## config.mk

```make
export PLATFORM = sky130hd
export DESIGN_NAME = logic_gate_pipe
export DESIGN_NICKNAME = d
export VERILOG_FILES = /design/src/rtl/logic_gate_pkg.sv /design/src/rtl/logic_gate_reduce.sv /design/src/rtl/logic_gate_pipe.sv
export SDC_FILE = /design/constraint.sdc
export NUM_CORES = 1
export LEC_CHECK = 0
export CORE_MARGIN = 2
export CORE_UTILIZATION = 50
export CTS_BUF_LIST = sky130_fd_sc_hd__clkbuf_8
export DETAILED_ROUTE_END_ITERATION = 16
export GPL_TIMING_DRIVEN = 0
export PLACE_DENSITY = 0.78
export REMOVE_ABC_BUFFERS = 1
export SLEW_MARGIN = 20
export SYNTH_ARGS = -nofsm -noshare
export SYNTH_HDL_FRONTEND = slang
export SYNTH_SLANG_ARGS = --single-unit
```

## constraint.sdc

```tcl
create_clock -name clk -period 2.4 [get_ports clk]
set_input_delay 0.72 -clock clk [delete_from_list [all_inputs] [get_ports clk]]
set_output_delay 0.72 -clock clk [all_outputs]
set_load 0.005 [all_outputs]
```

## src/rtl/logic_gate_pkg.sv

```systemverilog
// Shared definitions for the logic_gate_pipe unit.
//   OP_*        3-bit op codes sampled alongside the operands
//   OP_W/CNT_W  op-code and result-counter widths
//   gate_reduce reference reduction over up to MAX_IN operands of up to MAX_W bits,
//               usable by models that work on fixed-size operand arrays
package logic_gate_pkg;

  localparam int unsigned OP_W   = 3;
  localparam int unsigned CNT_W  = 16;
  localparam int unsigned MAX_W  = 32;
  localparam int unsigned MAX_IN = 8;

  localparam logic [OP_W-1:0] OP_AND  = 3'd0;
  localparam logic [OP_W-1:0] OP_OR   = 3'd1;
  localparam logic [OP_W-1:0] OP_XOR  = 3'd2;
  localparam logic [OP_W-1:0] OP_NAND = 3'd3;
  localparam logic [OP_W-1:0] OP_NOR  = 3'd4;
  localparam logic [OP_W-1:0] OP_XNOR = 3'd5;
  localparam logic [OP_W-1:0] OP_PASS = 3'd6;
  localparam logic [OP_W-1:0] OP_NOT  = 3'd7;

  // Only the first num_in entries of operands take part in the reduction.
  function automatic logic [MAX_W-1:0] gate_reduce(
    input logic [OP_W-1:0]  op,
    input logic [MAX_W-1:0] operands [MAX_IN],
    input int unsigned      num_in
  );
    logic [MAX_W-1:0] acc_and;
    logic [MAX_W-1:0] acc_or;
    logic [MAX_W-1:0] acc_xor;
    logic [MAX_W-1:0] res;
    acc_and = operands[0];
    acc_or  = operands[0];
    acc_xor = operands[0];
    for (int unsigned k = 1; k < MAX_IN; k++) begin
      if (k < num_in) begin
        acc_and = acc_and & operands[k];
        acc_or  = acc_or  | operands[k];
        acc_xor = acc_xor ^ operands[k];
      end
    end
    case (op)
      OP_AND:  res = acc_and;
      OP_OR:   res = acc_or;
      OP_XOR:  res = acc_xor;
      OP_NAND: res = ~acc_and;
      OP_NOR:  res = ~acc_or;
      OP_XNOR: res = ~acc_xor;
      OP_PASS: res = operands[0];
      default: res = ~operands[0];
    endcase
    return res;
  endfunction

endpackage

```

## src/rtl/logic_gate_reduce.sv

```systemverilog
// Combinational NUM_IN x WIDTH bitwise reduction selected by op.
//   data   in   NUM_IN*WIDTH  operand k at bits [k*WIDTH +: WIDTH]
//   op     in   OP_W          op code (AND/OR/XOR/NAND/NOR/XNOR/PASS/NOT)
//   result out  WIDTH         reduced value
module logic_gate_reduce
  import logic_gate_pkg::*;
#(
  parameter int unsigned WIDTH  = 8,
  parameter int unsigned NUM_IN = 2
) (
  input  logic [NUM_IN*WIDTH-1:0] data,
  input  logic [OP_W-1:0]         op,
  output logic [WIDTH-1:0]        result
);

  logic [WIDTH-1:0] acc_and;
  logic [WIDTH-1:0] acc_or;
  logic [WIDTH-1:0] acc_xor;

  always_comb begin
    acc_and = data[WIDTH-1:0];
    acc_or  = data[WIDTH-1:0];
    acc_xor = data[WIDTH-1:0];
    for (int unsigned k = 1; k < NUM_IN; k++) begin
      acc_and = acc_and & data[k*WIDTH +: WIDTH];
      acc_or  = acc_or  | data[k*WIDTH +: WIDTH];
      acc_xor = acc_xor ^ data[k*WIDTH +: WIDTH];
    end
  end

  always_comb begin
    result = '0;
    unique case (op)
      OP_AND:  result = acc_and;
      OP_OR:   result = acc_or;
      OP_XOR:  result = acc_xor;
      OP_NAND: result = ~acc_and;
      OP_NOR:  result = ~acc_or;
      OP_XNOR: result = ~acc_xor;
      OP_PASS: result = data[WIDTH-1:0];
      OP_NOT:  result = ~data[WIDTH-1:0];
    endcase
  end

endmodule

```

## src/rtl/logic_gate_pipe.sv

```systemverilog
// Pipelined multi-input bitwise gate unit with valid/ready handshakes on both sides.
// Operands are reduced combinationally, registered in stage 1 and delayed through
// DEPTH stages; the last stage drives the outputs directly.
//   clk, rst_n          clock, asynchronous active-low reset
//   in_valid/in_ready   operand-side handshake; in_data (NUM_IN*WIDTH), in_op (3)
//   out_valid/out_ready result-side handshake; out_data (WIDTH), out_op (3)
//   res_cnt             saturating count of result transfers
// Build option: define LOGIC_GATE_PIPE_CNT_EN to build the result counter; otherwise
// res_cnt reads constant zero.
module logic_gate_pipe
  import logic_gate_pkg::*;
#(
  parameter int unsigned WIDTH  = 8,
  parameter int unsigned NUM_IN = 2,
  parameter int unsigned DEPTH  = 2
) (
  input  logic                    clk,
  input  logic                    rst_n,
  input  logic                    in_valid,
  output logic                    in_ready,
  input  logic [NUM_IN*WIDTH-1:0] in_data,
  input  logic [OP_W-1:0]         in_op,
  output logic                    out_valid,
  input  logic                    out_ready,
  output logic [WIDTH-1:0]        out_data,
  output logic [OP_W-1:0]         out_op,
  output logic [CNT_W-1:0]        res_cnt
);

  logic [WIDTH-1:0] reduced;
  logic             adv;
  logic [DEPTH-1:0] vld_q;
  logic [WIDTH-1:0] dat_q [DEPTH];
  logic [OP_W-1:0]  op_q  [DEPTH];

  logic_gate_reduce #(
    .WIDTH  (WIDTH),
    .NUM_IN (NUM_IN)
  ) u_reduce (
    .data   (in_data),
    .op     (in_op),
    .result (reduced)
  );

  // Single global stall: the whole pipe moves only when the last stage is empty
  // or being drained, so interior bubbles are never collapsed.
  assign adv      = !vld_q[DEPTH-1] || out_ready;
  assign in_ready = adv;

  always_ff @(posedge clk or negedge rst_n) begin
    if (!rst_n) begin
      vld_q <= '0;
      for (int unsigned i = 0; i < DEPTH; i++) begin
        dat_q[i] <= '0;
        op_q[i]  <= '0;
      end
    end else if (adv) begin
      vld_q[0] <= in_valid;
      dat_q[0] <= reduced;
      op_q[0]  <= in_op;
      for (int unsigned i = 1; i < DEPTH; i++) begin
        vld_q[i] <= vld_q[i-1];
        dat_q[i] <= dat_q[i-1];
        op_q[i]  <= op_q[i-1];
      end
    end
  end

  assign out_valid = vld_q[DEPTH-1];
  assign out_data  = dat_q[DEPTH-1];
  assign out_op    = op_q[DEPTH-1];

`ifdef LOGIC_GATE_PIPE_CNT_EN
  logic [CNT_W-1:0] cnt_q;

  always_ff @(posedge clk or negedge rst_n) begin
    if (!rst_n) begin
      cnt_q <= '0;
    end else if (out_valid && out_ready && (cnt_q != '1)) begin
      cnt_q <= cnt_q + 1'b1;
    end
  end

  assign res_cnt = cnt_q;
`else
  assign res_cnt = '0;
`endif

endmodule

```

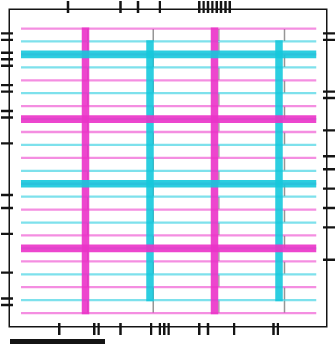
Fig. 1. Supply network (run 1).
The bar under the picture is 20 um long. Pins as bars on the die edge. Tap cells in gray.
[magenta] VSS
[cyan] VDD
signal pins: 52
met5 straps: 4
met4 straps: 4

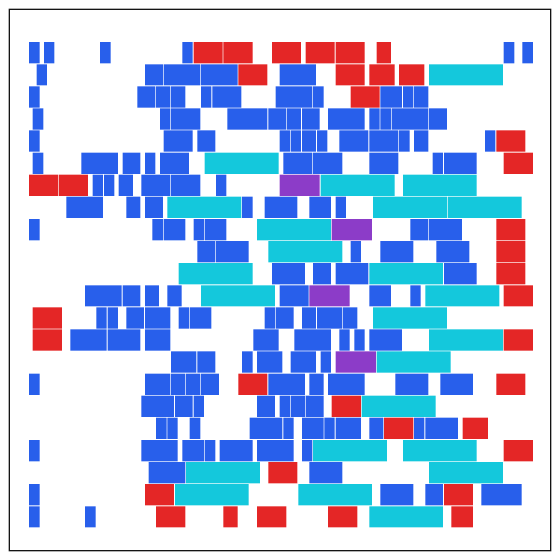
Fig. 2. Cells colored by class (run 1).
[blue] all other logic | cells: 160 | share of their area: 53%
[purple] clock drivers and dummy loads | cells: 4 | share of their area: 2.6%
[cyan] flip-flops | cells: 24 | share of their area: 28%
[red] other buffers and delay cells | cells: 36 | share of their area: 16%
core box area: 3720 um^2
fin util: 58.8%
fin area: 2180 um^2

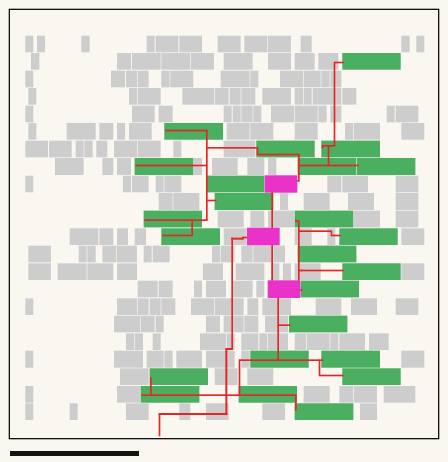
Fig. 3. Clock distribution (run 1).
The bar under the picture is 20 um long.
[red] clock wires | length: 256 um
[magenta] cells driving clock nets | count: 3
[green] flip-flops | count: 24
routed clock nets: 4

==> qor.yml, run 1 <==
critical_path:
  cp-endpoint: "in_ready"
  end_kind: "primary output"
  critPathLaunchType: "input pin"
  startpoint: "out_ready"
  ff2ff_setup_slack_ns: 1.09
  crit_family: "buffers and inverters"
  critPathMaxStageDelay_ns: 0.43
  cp_num_buf_inv: 3
  timing.rr.start: "vld_q[1]$_DFFE_PN0P_"
  r2r_cells: 3
  slowest_stage: "clkdlybuf4s50_1"
  path_max_fanout: 2
  r2r_end: "out_op[0]$_DFFE_PN0P_"
  worstPathRequired_ns: 1.68
  cp.depth: 4
  critPathKind: "in2out"
  crit_arrival_ns: 1.62
  path_cells: "dlygate4sd2_1 > nor2b_4 > inv_1 > clkdlybuf4s50_1"
cts:
  cts_resized: 4
  path_clk_slew_ns: 0.08
  ctsHoldBuffers: 0
  tritoncts.num_buffers: 3
  cts_setup_buffers: 1
  cts_sinks: 24
  cts_root_buf: "clkbuf_8"
  cts_buffer_depth: 2
  insertion_delay_ns: 0.26
  cts_tree: "built"
  cts_htree_levels: 1
power:
  peakVddDrop_uv: 228
  intPower_mw: 0.854
  power.leakage_nw: 1.01
  p_comb_mw: 0.381
  p_seq_mw: 0.525
  power_density_nw_per_um2: 535
  switching_share_pct: 26.9
  p_seq_share_pct: 44.9
  finalPower_mw: 1.17
  p_sw_mw: 0.314
  p_comb_share_pct: 32.6
  p_clk_share_pct: 22.5
  pg_clk_mw: 0.263
  top_power_group: "registers"
final_layout:
  seq_share_pct: 27.5
  clkbuf_count: 4
  nMultiInputCombCells: 138
  flop-count: 24
  clock_area_share_pct: 2.52
  final-nonclk-buf-share_pct: 15.8
  n_all_buffers: 36
  nets: 264
  comb-cell-share_pct: 47.7
  flop_area_um2: 601
  syn_to_final_growth_pct: 12.0
  final_common_cell: "clkdlybuf4s50_1"
  largest_cell_class: "multi-input combinational cells"
  drive_gt1_share_pct: 13.8
  fin_cells: 272
  logic_area_um2: 1040
  fillers: 331
  n_all_inverters: 22
  final_cell_mix: "clkdlybuf4s50_1 (30), dfrtp_1 (24), inv_1 (21), mux2_2 (18), nand2b_1 (17)"
  antennaDiodeCount: 0
drt:
  firstDrtPassIters: 4
  ant_nets: 0
  routed_via_density: 5.18
  vias: 1408
  routedWlPerCell_um: 12.8
  met3RoutedLength_um: 118
  drcViolationCount: 0
  wl_met2_um: 1680
  wl_um: 3490
  met1_length_um: 1660
  drtIter0Drc: 91
  top_layer: "met4"
logic_synthesis:
  top_cell: "buf_4"
  ys_area_um2: 1950
  yosysTopAreaCellShare_pct: 30.8
  async_flop_share_pct: 100
  avgSynthCellArea_um2: 9.42
  synth-seq-cells: 24
  synth.area.top_cells: "dfrtp_1 (31%), buf_4 (10%), mux2_2 (10%)"
  synthAoiAreaFrac_pct: 13.1
  ys_sh_simple_pct: 13.7
  edf_count: 0
  synth_cell_types: 30
  common_cells: "buf_4 (27), dfrtp_1 (24), inv_1 (21)"
  yosys_warnings: 0
  netlist_area_um2: 1950
  ys_sh_mux_pct: 12.4
  xor_area_share_pct: 0
  synthCells: 207
  post-synth-top-area-cell: "dfrtp_1"
  synth_stat.cells: 207
  ys_seq_share_pct: 30.8
  flop_cell: "dfrtp_1"
  adder_share_pct: 10.3
  ys_top_logic_family: "buffers and inverters"
global_route:
  grt_pass1_vias: 1265
  track_usage_pct: 17.0
  grt_use_met2_pct: 29.1
  grt-ovfl-total: 0
  antenna_found_initial: 0
  busiest_layer: "met2"
  grt_pass1_wl_um: 5810
  grt_max_degree: 29
  met3_usage_pct: 1.01
  grt_use_met1_pct: 22.6
floorplan:
  initCoreUtil_pct: 52.5
  num_io_pins: 52
  taps: 48
  die_area_um2: 4420
  die-height_um: 66.5
  rows: 22
  die_w_um: 66.5
flow_run:
  cap_violations: 0
  log.warning_count: 33
final_timing:
  setup_ws_ns: 0.0562
  tightest_slew_ns: 0.795
  hold_slack_ns: 0.431
  finalHoldViolCount: 0
  finalCritPeriodShare_pct: 97.7
  maxSlewViolCount: 0
  maxSlewHeadroom_pct: 47.0
  fmax_mhz: 427
  fin_skew_ns: 0.00219
  rsz0062_at_grt: "false"
  setup_viol: 0
  timing.final.crit_period_ns: 2.34
  fin_tns_setup_ns: 0
worst_hold_path:
  hp-class: "in2async"
place:
  place_hpwl_um: 2390
  io_buffers: 35
  globalplace.congestion: 0.720
  post-place-ws_ns: -0.676
  numPlacedInstances: 266
  dpl_cell_area_um2: 2130
status:
  status: "finished, final reports clean"
==> run 2, diff against run 1 <==
--- a/config.mk
+++ b/config.mk
@@ -11,7 +11,6 @@
 export DETAILED_ROUTE_END_ITERATION = 16
 export GPL_TIMING_DRIVEN = 0
 export PLACE_DENSITY = 0.78
-export REMOVE_ABC_BUFFERS = 1
 export SLEW_MARGIN = 20
 export SYNTH_ARGS = -nofsm -noshare
 export SYNTH_HDL_FRONTEND = slang
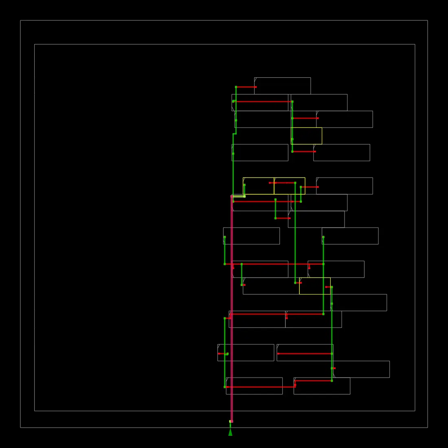
Fig. 4. Clock routing (run 2).
Clock Power: 0.262 mW
sequential cells: 24
Num Clock Sinks: 24

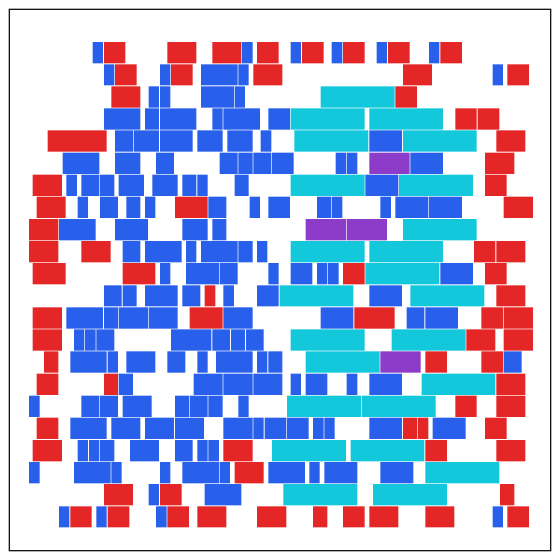
Fig. 5. Cells colored by class (run 2).
[blue] all other logic | cells: 159 | share of their area: 46%
[purple] clock drivers and dummy loads | cells: 4 | share of their area: 2.3%
[cyan] flip-flops | cells: 24 | share of their area: 25%
[red] other buffers and delay cells | cells: 74 | share of their area: 27%

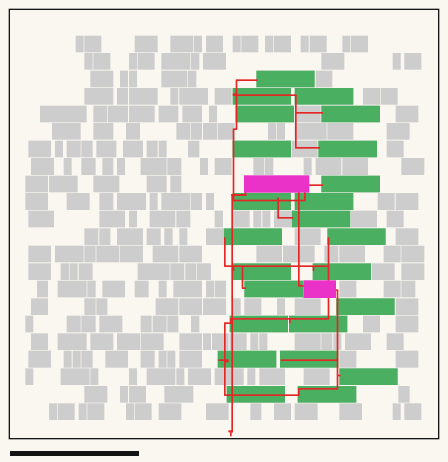
Fig. 6. Clock distribution (run 2).
The bar under the picture is 20 um long.
[magenta] cells driving clock nets | count: 3
[green] flip-flops | count: 24
[red] clock wires | length: 246 um
routed clock nets: 4

==> run 2 against run 1 <==
  * First-iteration DRC count grew 11%
  * Global-route usage rose by 0.80 points
  * Design area up 13%
  * Routed wire length increased by 3.4%
  * Clock skew grew 0.0095 ns
  * Power grew 8.5%
  * Register-to-register slack got worse by 0.17 ns
  * Largest cell class unchanged
==> qor.yml, run 2 <==
floorplan:
  die-height_um: 66.5  # unchanged
  rows: 22  # unchanged
logic_synthesis:
  ys_top_logic_family: "buffers and inverters"
  ys_sh_simple_pct: 13.7  # unchanged
  avgSynthCellArea_um2: 9.42  # unchanged
  yosysTopAreaCellShare_pct: 30.8  # unchanged
  top_cell: "buf_4"
  common_cells: "buf_4 (27), dfrtp_1 (24), inv_1 (21)"
  netlist_area_um2: 1950  # unchanged
  yosys_warnings: 0  # unchanged
  synth_stat.cells: 207  # unchanged
  ys_sh_mux_pct: 12.4  # unchanged
  synth.area.top_cells: "dfrtp_1 (31%), buf_4 (10%), mux2_2 (10%)"
  post-synth-top-area-cell: "dfrtp_1"
  synthAoiAreaFrac_pct: 13.1  # unchanged
  adder_share_pct: 10.3  # unchanged
  ys_seq_share_pct: 30.8  # unchanged
power:
  p_comb_mw: 0.482  # +27%
  p_comb_share_pct: 38.0  # +5.4 points
  switching_share_pct: 26.0  # -0.85 points
  p_clk_share_pct: 20.7  # -1.8 points
  top_power_group: "registers"
  p_seq_share_pct: 41.3  # -3.6 points
critical_path:
  timing.rr.start: "vld_q[1]$_DFFE_PN0P_"
  path_cells: "clkdlybuf4s50_1 > nor2b_1 > clkbuf_4 > clkbuf_8 > inv_1 > buf_2"
  end_kind: "primary output"
  cp.depth: 6  # +2
  r2r_end: "out_op[1]$_DFFE_PN0P_"
  cp_num_buf_inv: 5  # +2
  crit_arrival_ns: 1.63  # about the same
  startpoint: "out_ready"
  critPathMaxStageDelay_ns: 0.40  # -0.03 ns
  slowest_stage: "clkdlybuf4s50_1"
  critPathKind: "in2out"
  crit_family: "buffers and inverters"
final_layout:
  fin_util_pct: 66.5  # +7.7 points
  seq_share_pct: 24.3  # -3.2 points
  largest_cell_class: "multi-input combinational cells"
  n_all_inverters: 22  # unchanged
  syn_to_final_growth_pct: 26.7
  final-nonclk-buf-share_pct: 26.2  # +10 points
  nets: 301  # +14%
  antennaDiodeCount: 0  # unchanged
  logic_area_um2: 1030  # -1.4%
  final_cell_mix: "clkdlybuf4s50_1 (31), buf_4 (29), dfrtp_1 (24), inv_1 (21), mux2_2 (18)"
  drive_gt1_share_pct: 25.7  # +12 points
  design_area_um2: 2470  # +13%
  fillers: 335  # +1.2%
  clock_area_share_pct: 2.23  # -0.29 points
  flop_area_um2: 601  # unchanged
  final_common_cell: "clkdlybuf4s50_1"
final_timing:
  setup_viol: 0  # unchanged
  fin_skew_ns: 0.0117  # +0.00954 ns
  hold_slack_ns: 0.415  # -0.0163 ns
  finalHoldViolCount: 0  # unchanged
drt:
  routed_via_density: 4.87  # -5.8%
  met3RoutedLength_um: 147  # +25%
  wl_um: 3610  # +3.4%
  ant_nets: 0  # unchanged
  firstDrtPassIters: 4  # unchanged
  vias: 1506  # +7.0%
global_route:
  grt_pass1_wl_um: 6180  # +6.3%
  antenna_found_initial: 0  # unchanged
  grt-ovfl-total: 0  # unchanged
  track_usage_pct: 17.8  # +0.80 points
place:
  dpl_cell_area_um2: 2400  # +13%
  numPlacedInstances: 303  # +14%
flow_run:
  cap_violations: 0  # unchanged
cts:
  cts_resized: 9  # +5
  tritoncts.num_buffers: 3  # unchanged
  cts_buffer_depth: 2  # unchanged
  cts_root_buf: "clkbuf_8"
  ctsHoldBuffers: 0  # unchanged
status:
  status: "finished, final reports clean"
Power is estimated from default activity; no workload was simulated.
